File: config.mk
export PLATFORM = sky130hd
export DESIGN_NAME = regfile_scan_bridge
export DESIGN_NICKNAME = d
export VERILOG_FILES = /design/src/rtl/regbridge_pkg.sv /design/src/rtl/regbridge_shifter.sv /design/src/rtl/regfile_scan_bridge.sv
export SDC_FILE = /design/constraint.sdc
export NUM_CORES = 1
export LEC_CHECK = 0
export CAP_MARGIN = 40
export CORE_MARGIN = 10
export CORE_UTILIZATION = 24
export DETAILED_ROUTE_END_ITERATION = 6
export PLACE_DENSITY_LB_ADDON = 0.2
export SLEW_MARGIN = 25
export SYNTH_ARGS = -nofsm -noshare
export SYNTH_HDL_FRONTEND = slang
export SYNTH_HIERARCHICAL = 1
export SYNTH_SLANG_ARGS = --single-unit
File: constraint.sdc
create_clock -name clk -period 3.8 [get_ports clk]
set_clock_uncertainty 0.2 [all_clocks]
set_input_delay 0.76 -clock clk [delete_from_list [all_inputs] [get_ports clk]]
set_output_delay 0.76 -clock clk [all_outputs]
set_load 0.02 [all_outputs]
File: src/rtl/regbridge_pkg.sv
// Shared types and constants for the serial register-file bridge.
// Optional feature: define REGBRIDGE_PARITY_EN to add one odd-parity bit at the frame MSB.
// Frame layout, LSB first: op | addr | data | (parity).
package regbridge_pkg;

    localparam int unsigned DATA_W   = 8;
    localparam int unsigned ADDR_W   = 3;
    localparam int unsigned OP_POS   = 0;
    localparam int unsigned ADDR_LSB = 1;
    localparam int unsigned DATA_LSB = 1 + ADDR_W;
    localparam int unsigned CMD_W    = 1 + ADDR_W + DATA_W;

`ifdef REGBRIDGE_PARITY_EN
    localparam int unsigned PAR_W = 1;
`else
    localparam int unsigned PAR_W = 0;
`endif

    localparam int unsigned FRAME_W = CMD_W + PAR_W;
    // Counter saturates at FRAME_W+1, so it must hold that value.
    localparam int unsigned CNT_W   = $clog2(FRAME_W + 2);

    localparam logic OP_READ  = 1'b0;
    localparam logic OP_WRITE = 1'b1;

    typedef enum logic [1:0] {
        IDLE  = 2'd0,
        SHIFT = 2'd1,
        EXEC  = 2'd2
    } state_t;

    // Decoded command payload (without parity bit).
    typedef struct packed {
        logic [DATA_W-1:0] data;
        logic [ADDR_W-1:0] addr;
        logic              op;
    } cmd_t;

    // Frame integrity: odd parity over the whole frame when parity is built in.
    function automatic logic frame_ok(input logic [FRAME_W-1:0] frame);
        return (PAR_W == 0) || (^frame == 1'b1);
    endfunction

endpackage

File: src/rtl/regbridge_shifter.sv
// Serial datapath: input frame shift register, output capture/shift register and
// saturating received-bit counter.
// Ports:
//   clk, srst            clock, async active-high reset
//   shift_en             accept one serial bit this cycle
//   sdi                  serial bit entering in_sr at the MSB
//   cnt_clr              restart bit_cnt (the bit accepted in the same cycle still counts)
//   load_en, load_data   parallel load of out_sr (wins over shifting)
//   in_sr, out_sr        shift register contents
//   bit_cnt              bits received in the current frame, saturating at FRAME_W+1
module regbridge_shifter
    import regbridge_pkg::*;
(
    input  logic               clk,
    input  logic               srst,
    input  logic               shift_en,
    input  logic               sdi,
    input  logic               cnt_clr,
    input  logic               load_en,
    input  logic [DATA_W-1:0]  load_data,
    output logic [FRAME_W-1:0] in_sr,
    output logic [DATA_W-1:0]  out_sr,
    output logic [CNT_W-1:0]   bit_cnt
);

    localparam logic [CNT_W-1:0] CNT_MAX = CNT_W'(FRAME_W + 1);

    always_ff @(posedge clk or posedge srst) begin
        if (srst) begin
            in_sr   <= '0;
            out_sr  <= '0;
            bit_cnt <= '0;
        end else begin
            if (shift_en) begin
                in_sr <= {sdi, in_sr[FRAME_W-1:1]};
            end

            if (load_en) begin
                out_sr <= load_data;
            end else if (shift_en) begin
                out_sr <= {1'b0, out_sr[DATA_W-1:1]};
            end

            if (cnt_clr) begin
                bit_cnt <= shift_en ? CNT_W'(1) : '0;
            end else if (shift_en && (bit_cnt != CNT_MAX)) begin
                bit_cnt <= bit_cnt + CNT_W'(1);
            end
        end
    end

endmodule

File: src/rtl/regfile_scan_bridge.sv
// Serial-to-parallel command bridge in front of the 8x8 register file. Each serial frame
// becomes one register write or read; the written/read byte shifts out on sdo during the
// next frame. Optional feature macro: REGBRIDGE_PARITY_EN (odd-parity frame check).
// Ports:
//   clk, srst                 clock, async active-high reset
//   scan_en, sdi, sdi_valid   frame window and qualified serial input, LSB first
//   sdo                       serial output (out_sr LSB)
//   reg_write, w_addr, w_data register-file write port
//   r_addr, r_data            register-file read port (r_data combinational)
//   busy                      bridge not idle
//   frame_err                 one-cycle malformed-frame pulse
module regfile_scan_bridge
    import regbridge_pkg::*;
(
    input  logic              clk,
    input  logic              srst,
    input  logic              scan_en,
    input  logic              sdi,
    input  logic              sdi_valid,
    output logic              sdo,
    output logic              reg_write,
    output logic [ADDR_W-1:0] w_addr,
    output logic [DATA_W-1:0] w_data,
    output logic [ADDR_W-1:0] r_addr,
    input  logic [DATA_W-1:0] r_data,
    output logic              busy,
    output logic              frame_err
);

    localparam logic [CNT_W-1:0] CNT_FULL = CNT_W'(FRAME_W);

    state_t             state;
    state_t             state_next;
    logic [FRAME_W-1:0] in_sr;
    logic [DATA_W-1:0]  out_sr;
    logic [CNT_W-1:0]   bit_cnt;
    cmd_t               cmd;
    logic               good;
    logic               shift_en;
    logic               cnt_clr;
    logic               load_en;
    logic [DATA_W-1:0]  load_data;
    logic               reg_write_d;
    logic               frame_err_d;
    logic [ADDR_W-1:0]  w_addr_d;
    logic [DATA_W-1:0]  w_data_d;
    logic [ADDR_W-1:0]  r_addr_d;

    assign cmd  = cmd_t'(in_sr[CMD_W-1:0]);
    assign good = frame_ok(in_sr);

    // Bits arriving during EXEC are dropped.
    assign shift_en = scan_en && sdi_valid && (state != EXEC);
    assign cnt_clr  = (state == IDLE);
    assign sdo      = out_sr[0];

    regbridge_shifter u_shifter (
        .clk       (clk),
        .srst      (srst),
        .shift_en  (shift_en),
        .sdi       (sdi),
        .cnt_clr   (cnt_clr),
        .load_en   (load_en),
        .load_data (load_data),
        .in_sr     (in_sr),
        .out_sr    (out_sr),
        .bit_cnt   (bit_cnt)
    );

    // State register.
    always_ff @(posedge clk or posedge srst) begin
        if (srst) begin
            state <= IDLE;
        end else begin
            state <= state_next;
        end
    end

    // Next-state logic.
    always_comb begin
        state_next = state;
        case (state)
            IDLE:    if (scan_en) state_next = SHIFT;
            SHIFT:   if (!scan_en) state_next = (bit_cnt == CNT_FULL) ? EXEC : IDLE;
            EXEC:    state_next = IDLE;
            default: state_next = IDLE;
        endcase
    end

    // Output/decode logic: port values are registered on entry to EXEC so they are
    // stable for the whole EXEC cycle; out_sr captures at the end of EXEC so the
    // combinational r_data has settled for the registered r_addr.
    always_comb begin
        reg_write_d = 1'b0;
        frame_err_d = 1'b0;
        w_addr_d    = w_addr;
        w_data_d    = w_data;
        r_addr_d    = r_addr;
        load_en     = 1'b0;
        load_data   = cmd.data;

        if ((state == SHIFT) && !scan_en) begin
            if ((bit_cnt == CNT_FULL) && good) begin
                if (cmd.op == OP_WRITE) begin
                    reg_write_d = 1'b1;
                    w_addr_d    = cmd.addr;
                    w_data_d    = cmd.data;
                end else begin
                    r_addr_d    = cmd.addr;
                end
            end else begin
                frame_err_d = 1'b1;
            end
        end

        if (state == EXEC) begin
            if (good) begin
                load_en   = 1'b1;
                load_data = (cmd.op == OP_WRITE) ? cmd.data : r_data;
            end
            if (scan_en) begin
                frame_err_d = 1'b1;
            end
        end
    end

    // Output registers.
    always_ff @(posedge clk or posedge srst) begin
        if (srst) begin
            reg_write <= 1'b0;
            frame_err <= 1'b0;
            w_addr    <= '0;
            w_data    <= '0;
            r_addr    <= '0;
            busy      <= 1'b0;
        end else begin
            reg_write <= reg_write_d;
            frame_err <= frame_err_d;
            w_addr    <= w_addr_d;
            w_data    <= w_data_d;
            r_addr    <= r_addr_d;
            busy      <= (state_next != IDLE);
        end
    end

endmodule
**Nets reached from selected ports**

Scale: 2 px per um.
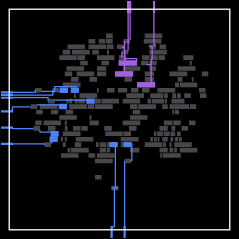
| color | port | direction | end cells | buffers | wire |
|---|---|---|---|---|---|
| blue | `r_data` | input | 8 | 8 | 261 um |
| purple | `w_addr` | output | 3 | 3 | 108 um |
IO Port Bufs: 30
# IOs: 31

**Local utilization**

Scale: 3 px per um. 11 x 11 tiles, from dark blue (low) to red (high), 0 to 100% covered.
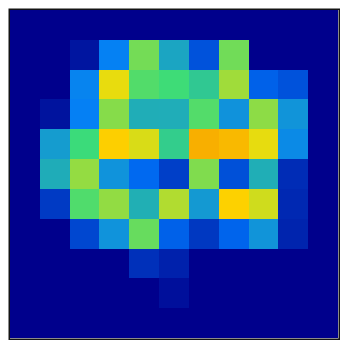
mean over tiles: 19%
nearly empty tiles: 50%
tiles over 75% full: 3.3%
fullest tile: 80%

**Signal wires on met3**

Scale: 4 px per um.
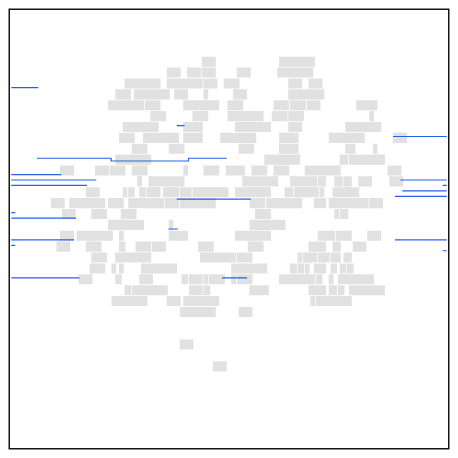
share of all routed wire: 5.9%
wire length on this layer: 246 um

**Routing congestion map**

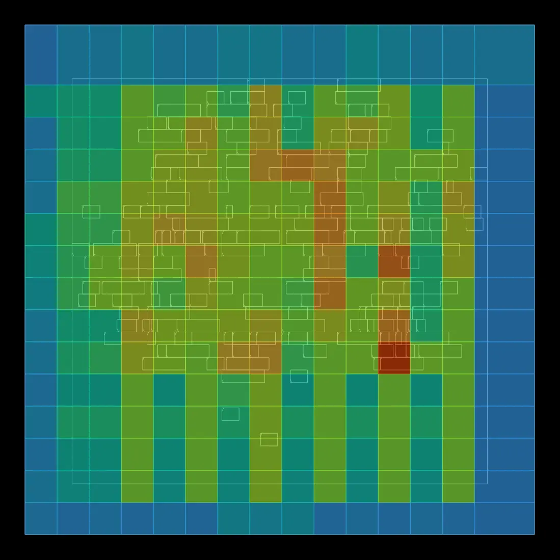
per-cell routed wire length: 14.8 um
met3 global-route usage: 3.16%

**Routed clock nets over the placement**

Scale: 3 px per um.
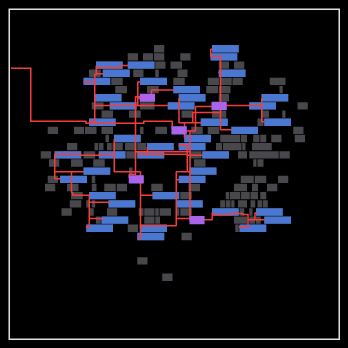
[red] clock wires | length: 588 um
[purple] cells driving clock nets | count: 5
[blue] flip-flops | count: 43
routed clock nets: 6
Worst-Skew Late Latency: 300 ps
Clk pwr share: 30.6%

==> flow_summary.yaml <==
# generated from flow reports
setup_path:
  timing.rr.start: "state[0]$_DFF_PP0_"
  crit_type: "input pin to flop"
  timing.rr.end: "u_shifter/out_sr[7]$_DFFE_PP0P_"
  cp-start-kind: "input pin"
  path_max_fanout: 27
  required_ps: 3820
  arrival_ps: 2380
  path_cells: "clkdlybuf4s50_1 -> and3_1 -> buf_4 -> nand4_1 -> or2_0 -> a21oi_1"
  crit_slowest_cell: "clkdlybuf4s50_1"
sta:
  finalCritPeriodShare_pct: 62.0
  worst_slew_pin_slew_ps: 488
  fin_hold_ws_ps: 311
  finalCriticalPeriod_ps: 2360
  setup_viol: 0
  setup_tns_ps: 0
  max-slew-margin-rel_pct: 67.4
floorplan:
  core-area_um2: 7770
  rows: 32
  die-area_um2: 12000
  die_w_um: 109
run:
  warnings: 27
logic_synthesis:
  async_flop_share_pct: 100
  post-synth-top-count-cell: "dfrtp_1"
  avgSynthCellArea_um2: 13.6
  synth_area_leader_cell: "dfrtp_1"
  synthTopCellsByArea: "dfrtp_1, mux2_2, mux2i_1"
  synth_top_area_share_pct: 56.0
  ff_type: "dfrtp_1"
  synth.top_cells.by_count: "dfrtp_1, mux2_2, nand2_1"
  yosys_warnings: 6
  synthDistinctLibCells: 30
  ys_area_um2: 1920
  yosys-stat-cells: 141
  edf_count: 0
  ys_ff: 43
  yosysSeqAreaShare_pct: 56.0
  synth_cells: 141
clocking:
  numCtsBuffers: 5
  clkTransAtPathRegs_ps: 80
  cts_setup_buffers: 0
  hold_buffers: 0
  cts.sinks: 43
  cts_root_buffer: "clkbuf_8"
  htree_levels: 2
layout:
  fill_cells: 803
  syn_to_final_growth_pct: 27.7
  diodes: 0
  drive_gt1_share_pct: 29.2
  fin_util_pct: 31.6
  layout.cells.non_filler: 280
global_route:
  grt_use_total_pct: 7.24
  overflow: 0
  grt_pass1_vias: 1294
  grt_pass1_wl_um: 6730
  antenna_found_initial: 0
worst_hold_path:
  min_to: "w_addr[1]$_DFFE_PP0P_"
  holdPathStages: 1
  hold_start: "w_addr[1]$_DFFE_PP0P_"
  hold_class: "flop to flop"
placement:
  post-place-ws_ps: 1140
  numPlacedInstances: 271
power:
  leakagePower_uw: 0.00108
  vdd_drop_max_mv: 0.175
  cellPowerDensity_nw_per_um2: 423
drt:
  drt_wl_total_um: 4130
  final_antenna_net_count: 0
  num_vias: 1201
  viasPerCell: 4.29
status:
  status: "finished, final reports clean"
[registers in the layout, summed over array words and instances, names as in the netlist]
name and count:
busy 1, frame_err 1, r_addr 3, reg_write 1
state 2, u_shifter/bit_cnt 4, u_shifter/in_sr 12, u_shifter/out_sr 8
w_addr 3, w_data 8
[critical path, delay by kind of cell]
family | cells | cell delay (ps)
AOI/OAI and AO/OA | 1 | 150
buffers and inverters | 2 | 910
and+or+nand+nor | 3 | 560
[final cells by class]
type | count | area (um^2) | area share [%]
Tap cell | 102 | 128 | 5.20
Multi-Input combinational cell | 88 | 777 | 31.7
Sequential cell | 43 | 1080 | 43.9
Timing Repair Buffer | 33 | 350 | 14.3
Clock buffer | 8 | 100 | 4.08
Inverter | 6 | 22.5 | 0.918
[worst max-delay path by stage]
stage	from	endpoint	cells past startpoint
CTS	scan_en	u_shifter/bit_cnt[3]$_DFFE_PP0P_	6
global route	scan_en	u_shifter/bit_cnt[3]$_DFFE_PP0P_	6
floorplan	scan_en	r_addr[0]$_DFFE_PP0P_	3
detailed placement	scan_en	u_shifter/bit_cnt[3]$_DFFE_PP0P_	6
global placement	scan_en	u_shifter/bit_cnt[3]$_DFFE_PP0P_	6
finish	scan_en	u_shifter/bit_cnt[3]$_DFFE_PP0P_	6
[layer usage]
metal  global-route usage, %  part of all wire [%]
met5                       0                     0
met4                    2.79                   1.0
met3                    3.16                   5.9
met2                    10.6                    47
met1                    9.14                    46
[placed cells by master (no fill, tap or decap), types with 2 or more instances in the layout]
master,count
dfrtp_1,43
mux2_2,34
clkdlybuf4s50_1,30
nand2_1,9
mux2i_1,8
o21ai_0,8
clkbuf_8,7
inv_1,5
a21oi_1,5
nor3b_4,2
nor2_1,2
and3_1,2
a22o_1,2
ha_1,2
[where the power goes]
part	leakage [uW]	switching, uW	internal, uW
clock	0.0000515	152	166
sequential	0.000571	65.7	515
combinational	0.000457	47.4	92.6
[logic make-up after synthesis]
logic type | after synthesis | synth area share (%)
compound gates | 18 | 5.60
fa+ha+maj | 2 | 1.30
buf+inv | 10 | 3.58
flops | 43 | 56.0
mux | 42 | 24.1
simple gates | 26 | 9.44
[stage by stage]
step | total power, uW | area [um^2]
2_1_floorplan | 676 | 1920
3_3_place_gp | 724 | 2310
3_5_place_dp | 730 | 2340
4_1_cts | 1050 | 2440
5_1_grt | 1100 | 2450
6_report | 1040 | 2450
No activity file was given, so power comes from the tool's default toggle rates.
